`src/rtl/lock_pkg.sv`:
```
// Shared types and default timing for the electronic-lock access controller.
package lock_pkg;

  typedef enum logic [2:0] {IDLE, ENTRY, CHECK, OPEN, FAIL, LOCKOUT} lock_state_t;

  localparam int CODE_LEN_D = 5;
  localparam int MAX_FAIL_D = 3;
  localparam int OPEN_CYC_D = 1000;
  localparam int LOCK_CYC_D = 10000;
  localparam int ENTRY_TO_D = 500;
  localparam int HIT_LAT_D  = 1;
  localparam int ALARM_CYC  = 256;

  localparam logic DIGIT_ONE = 1'b1;

  function automatic int imax(input int a, input int b);
    return (a > b) ? a : b;
  endfunction

endpackage

```
`src/rtl/lock_dn_timer.sv`:
```
// Loadable down-counter that stops at zero; zero flag marks expiry.
module lock_dn_timer #(
  parameter int W = 8
) (
  input  logic         clk,
  input  logic         reset,
  input  logic         load,
  input  logic [W-1:0] load_val,
  output logic [W-1:0] cnt,
  output logic         zero
);

  always_ff @(posedge clk or negedge reset) begin
    if (!reset)            cnt <= '0;
    else if (load)         cnt <= load_val;
    else if (cnt != '0)    cnt <= cnt - 1'b1;
  end

  assign zero = (cnt == '0);

endmodule

```
`src/rtl/lock_access_ctrl.sv`:
```
// Lock access controller: frames key attempts, checks detector hit, drives unlock and lockout.
// Optional LOCK_ALARM_EN adds the alarm output during the first cycles of lockout.
module lock_access_ctrl
  import lock_pkg::*;
#(
  parameter int CODE_LEN = CODE_LEN_D,
  parameter int MAX_FAIL = MAX_FAIL_D,
  parameter int OPEN_CYC = OPEN_CYC_D,
  parameter int LOCK_CYC = LOCK_CYC_D,
  parameter int ENTRY_TO = ENTRY_TO_D,
  parameter int HIT_LAT  = HIT_LAT_D
) (
  input  logic                          clk,
  input  logic                          reset,
  input  logic                          key_b0,
  input  logic                          key_b1,
  output logic                          det_vld,
  output logic                          det_bit,
  output logic                          det_clr,
  input  logic                          det_hit,
  output logic                          unlock,
  output logic                          locked_out,
  output logic [$clog2(MAX_FAIL+1)-1:0] fail_cnt,
  output logic                          busy
`ifdef LOCK_ALARM_EN
  ,output logic                         alarm
`endif
);

  localparam int TMAX = imax(imax(OPEN_CYC, LOCK_CYC), imax(ENTRY_TO, HIT_LAT));
  localparam int TW   = $clog2(TMAX + 1);
  localparam int FW   = $clog2(MAX_FAIL + 1);
  localparam int PW   = $clog2(CODE_LEN + 1);

  lock_state_t   state, next_state;
  logic [PW-1:0] press_cnt;
  logic          rst_seen;
  logic          press, press_ok;
  logic          tmr_load, tmr_zero;
  logic [TW-1:0] tmr_val, tmr_cnt;

  // Both keys at once is not a press; the expiry cycle of the entry timer drops presses.
  assign press    = key_b0 ^ key_b1;
  assign press_ok = press && ((state == IDLE) || (state == ENTRY && !tmr_zero));

  lock_dn_timer #(.W(TW)) u_tmr (
    .clk      (clk),
    .reset    (reset),
    .load     (tmr_load),
    .load_val (tmr_val),
    .cnt      (tmr_cnt),
    .zero     (tmr_zero)
  );

  always_ff @(posedge clk or negedge reset) begin
    if (!reset) state <= IDLE;
    else        state <= next_state;
  end

  always_comb begin
    next_state = state;
    case (state)
      IDLE:    if (press_ok) next_state = (CODE_LEN == 1) ? CHECK : ENTRY;
      ENTRY:   if (tmr_zero) next_state = FAIL;
               else if (press_ok && press_cnt == PW'(CODE_LEN - 1)) next_state = CHECK;
      CHECK:   if (tmr_zero) next_state = det_hit ? OPEN : FAIL;
      OPEN:    if (tmr_zero) next_state = IDLE;
      FAIL:    next_state = (fail_cnt >= FW'(MAX_FAIL - 1)) ? LOCKOUT : IDLE;
      LOCKOUT: if (tmr_zero) next_state = IDLE;
      default: next_state = IDLE;
    endcase
  end

  // Hold-type timers load N-1 so the state lasts exactly N cycles; CHECK loads the raw latency.
  always_comb begin
    tmr_load = (next_state != state) || (state == ENTRY && press_ok);
    tmr_val  = '0;
    case (next_state)
      ENTRY:   tmr_val = TW'(ENTRY_TO - 1);
      CHECK:   tmr_val = TW'(HIT_LAT);
      OPEN:    tmr_val = TW'(OPEN_CYC - 1);
      LOCKOUT: tmr_val = TW'(LOCK_CYC - 1);
      default: tmr_val = '0;
    endcase
  end

  always_ff @(posedge clk or negedge reset) begin
    if (!reset) begin
      press_cnt <= '0;
      fail_cnt  <= '0;
      det_vld   <= 1'b0;
      det_bit   <= 1'b0;
      det_clr   <= 1'b0;
      rst_seen  <= 1'b0;
    end else begin
      rst_seen <= 1'b1;
      det_vld  <= press_ok;
      det_bit  <= press_ok ? (key_b1 ? DIGIT_ONE : ~DIGIT_ONE) : 1'b0;
      det_clr  <= !rst_seen
               || (next_state == FAIL && state != FAIL)
               || ((state == OPEN || state == LOCKOUT) && next_state == IDLE);

      if (press_ok)            press_cnt <= (state == IDLE) ? PW'(1) : press_cnt + 1'b1;
      else if (state != ENTRY) press_cnt <= '0;

      if (state == FAIL)
        fail_cnt <= (fail_cnt == FW'(MAX_FAIL)) ? fail_cnt : fail_cnt + 1'b1;
      else if ((state == CHECK && tmr_zero && det_hit) || (state == LOCKOUT && tmr_zero))
        fail_cnt <= '0;
    end
  end

  // Decoded straight from the state register so reset drops unlock immediately.
  always_comb begin
    unlock     = (state == OPEN);
    locked_out = (state == LOCKOUT);
    busy       = (state != IDLE);
  end

`ifdef LOCK_ALARM_EN
  localparam int            ALARM_TH_I = (LOCK_CYC > ALARM_CYC) ? LOCK_CYC - ALARM_CYC : 0;
  localparam logic [TW-1:0] ALARM_TH   = TW'(ALARM_TH_I);
  always_comb alarm = (state == LOCKOUT) && (tmr_cnt >= ALARM_TH);
`else
  logic unused_tmr_cnt;
  assign unused_tmr_cnt = ^tmr_cnt;
`endif

endmodule
```
`config.mk`:
```
export PLATFORM = sky130hd
export DESIGN_NAME = lock_access_ctrl
export DESIGN_NICKNAME = d
export VERILOG_FILES = /design/src/rtl/lock_pkg.sv /design/src/rtl/lock_dn_timer.sv /design/src/rtl/lock_access_ctrl.sv
export SDC_FILE = /design/constraint.sdc
export NUM_CORES = 1
export LEC_CHECK = 0
export ABC_AREA = 1
export CAP_MARGIN = 5
export CORE_MARGIN = 5
export CORE_UTILIZATION = 57
export DETAILED_ROUTE_END_ITERATION = 8
export GPL_TIMING_DRIVEN = 0
export PLACE_DENSITY_LB_ADDON = 0.1
export SETUP_SLACK_MARGIN = 0.5
export SYNTH_ARGS = -nofsm -noshare
export SYNTH_HDL_FRONTEND = slang
export SYNTH_SLANG_ARGS = --single-unit
```
`constraint.sdc`:
```
create_clock -name clk -period 2.5 [get_ports clk]
set_input_delay 0.5 -clock clk [delete_from_list [all_inputs] [get_ports clk]]
set_output_delay 0.5 -clock clk [all_outputs]
set_load 0.01 [all_outputs]
```
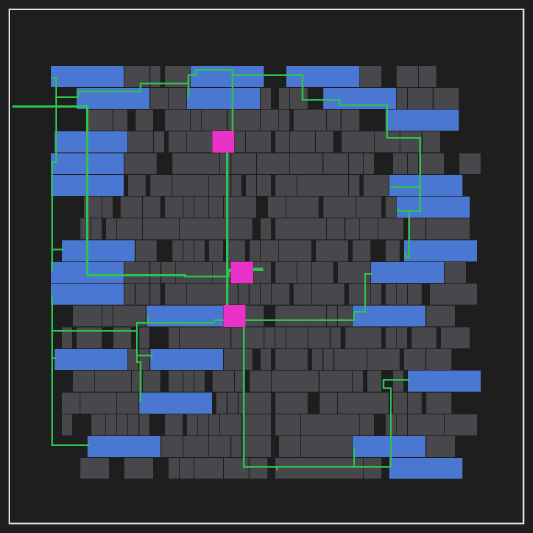
**Above:** clock distribution.
Drawn at 8 px/um.
[clock drivers] magenta | count: 3
[flip-flops] blue | count: 26
[clock wires] green | length: 333 um
flops lie: all over the die

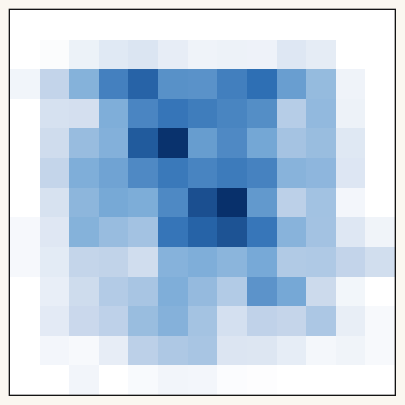
**Above:** wiring heat map.
Drawn at 6 px/um. 13 x 13 tiles, from white (low) to dark blue (high), scaled to the fullest tile. Values are wire area over tile area, all layers added.
tiles over half the peak: 21%
mean over tiles: 0.24
fullest tile: 0.88
densest ninth of the die: centre

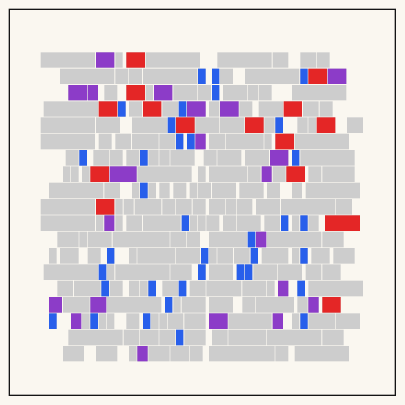
**Above:** gate families picked out.
Drawn at 6 px/um.
[XOR/XNOR gates] red | cells: 15
[inverters] blue | cells: 36
[inverting AOI/OAI gates] purple | cells: 21

==> results.toml <==
# synthesis and place-and-route metrics
[run_status]
status = "finished clean"

[route]
wl_per_cell_um = 19.72
drtIter0Drc = 190
dr.pass1.iters = 7
ant_nets = 0

[worst_setup_path]
crit_buf_inv = 1
crit_type = "register to register"
cp_common_cell = "nand3_4"
slowest_delay_ps = 430
crit_chain = "inv_2 -> ha_4 -> nand4_1 -> nor3_4 -> nor2_1 -> nor2_2 -> nand3_4 -> nand2_8 -> nand3_4 -> nor2_4 -> a21oi_1"
cp_top_family = "simple AND/OR/NAND/NOR gates"
crit_arrival_ps = 2410
rrSetupSlack_ps = 310

[power_and_ir_drop]
power.leakage_nw = 1.162
power_per_cell_area_nw_per_um2 = 1280
peakVddDrop_v = 0.001074
power_mw = 3.092

[clocking]
cts_setup_buffers = 20
clk_path_buf_depth = 2
clock-sinks = 26
htreeDepth = 1
cts_buffers = 3
insertion_delay_ps = 330
cts_tree = "yes"
clockRootBuffer = "clkbuf_4"

[die]
die_width_um = 64.09
num_rows = 19
io_pins = 13
taps = 31

[grt]
grt_overflow = 0
track_usage_pct = 24.01
grt_pass1_vias = 1664
antenna_found_initial = 0

[timing]
post-route-min-period_ps = 2187
max_slew_margin_pct = 64.23
hold_viol = 0
whs_ps = 401.9
period_used_pct = 87.50
final-setup-viol-count = 0
max_clock_freq_mhz = 457.1
fin_ws_ps = 312.5

[final_layout]
final_nets = 271
fill_cells = 138
comb_share_pct = 48.03
num-multi-input-gates = 150
layout_top_cell = "inv_1"
largest_reg_flops = 14
nFlopsAndLatches = 26
mi_logic_area_um2 = 1160
signal_buffers = 43
fin_cells = 290
nonClkBufAreaFrac_pct = 15.60
clkbuf_count = 3
lay_top_cells = "29 x inv_1, 25 x dfrtp_1, 24 x buf_4, 21 x nand2_1, 13 x nand4_1"
clk_share_pct = 2.176
n_all_inverters = 36
diodes = 0
top_regs = "u_tmr.cnt (14), press_cnt (3), state (3)"
regMostFlops = "u_tmr.cnt"
area_growth_pct = 44.79
dominant-cell-class = "logic gates"
final_core_util_pct = 86.82
final-seq-area_um2 = 651.9
drive_gt1_share_pct = 39.77

[synth]
syn_area_per_cell_um2 = 7.830
synth_area_leader_cell = "dfrtp_1"
synth_cell_types = 26
synthAdderAreaFrac_pct = 4.501
synth_chip_area_um2 = 1668
ys_cells = 213
yosys.area_share.aoi_pct = 6.602
common_cells = "33 x inv_1, 33 x nand2_1, 26 x dfrtp_1"
synth-edff-count = 0
yosys_warnings = 0
topCombFamilyByArea = "simple AND/OR/NAND/NOR gates"
top_area_share_pct = 39.01
synth_flops = 26
fp_nets = 224
netlist_area_um2 = 1668

[placement]
io_buffers = 12
gp_routability_congestion = 0.9477
dp.final_hpwl_um = 2812
dp_slack_ps = -121.8
dpl_cell_area_um2 = 1827

[min_path]
hp-class = "input port to asynchronous set/reset pin"

[flow_run]
warnings = 31
maxCapViolations = 0
path summary, 6_finish.rpt:
kind                                    from  cells after the start            to
worst max-delay path            u_tmr.cnt[1]                     11  u_tmr.cnt[9]
worst min-delay path                   reset                      1  press_cnt[0]
worst max register to register  u_tmr.cnt[1]                     11  u_tmr.cnt[9]
worst min register to register      rst_seen                      1       det_clr
max in group asynchronous              reset                      2      state[1]
min in group clk                    rst_seen                      1       det_clr
power by group:
| part | leakage [nW] | switching, mW | internal, mW |
|---|---|---|---|
| Combinational | 0.809 | 1.31 | 0.806 |
| Sequential | 0.324 | 0.126 | 0.551 |
| Clock | 0.0279 | 0.138 | 0.162 |
| Total | 1.16 | 1.57 | 1.52 |
metal layers:
layer	global-route usage (%)	part of all wire (%)
met5	0	0
met3	4.203	9.9
met2	39.70	48
met4	12.47	5.7
met1	29.93	36
No activity file was given, so power comes from the tool's default toggle rates.
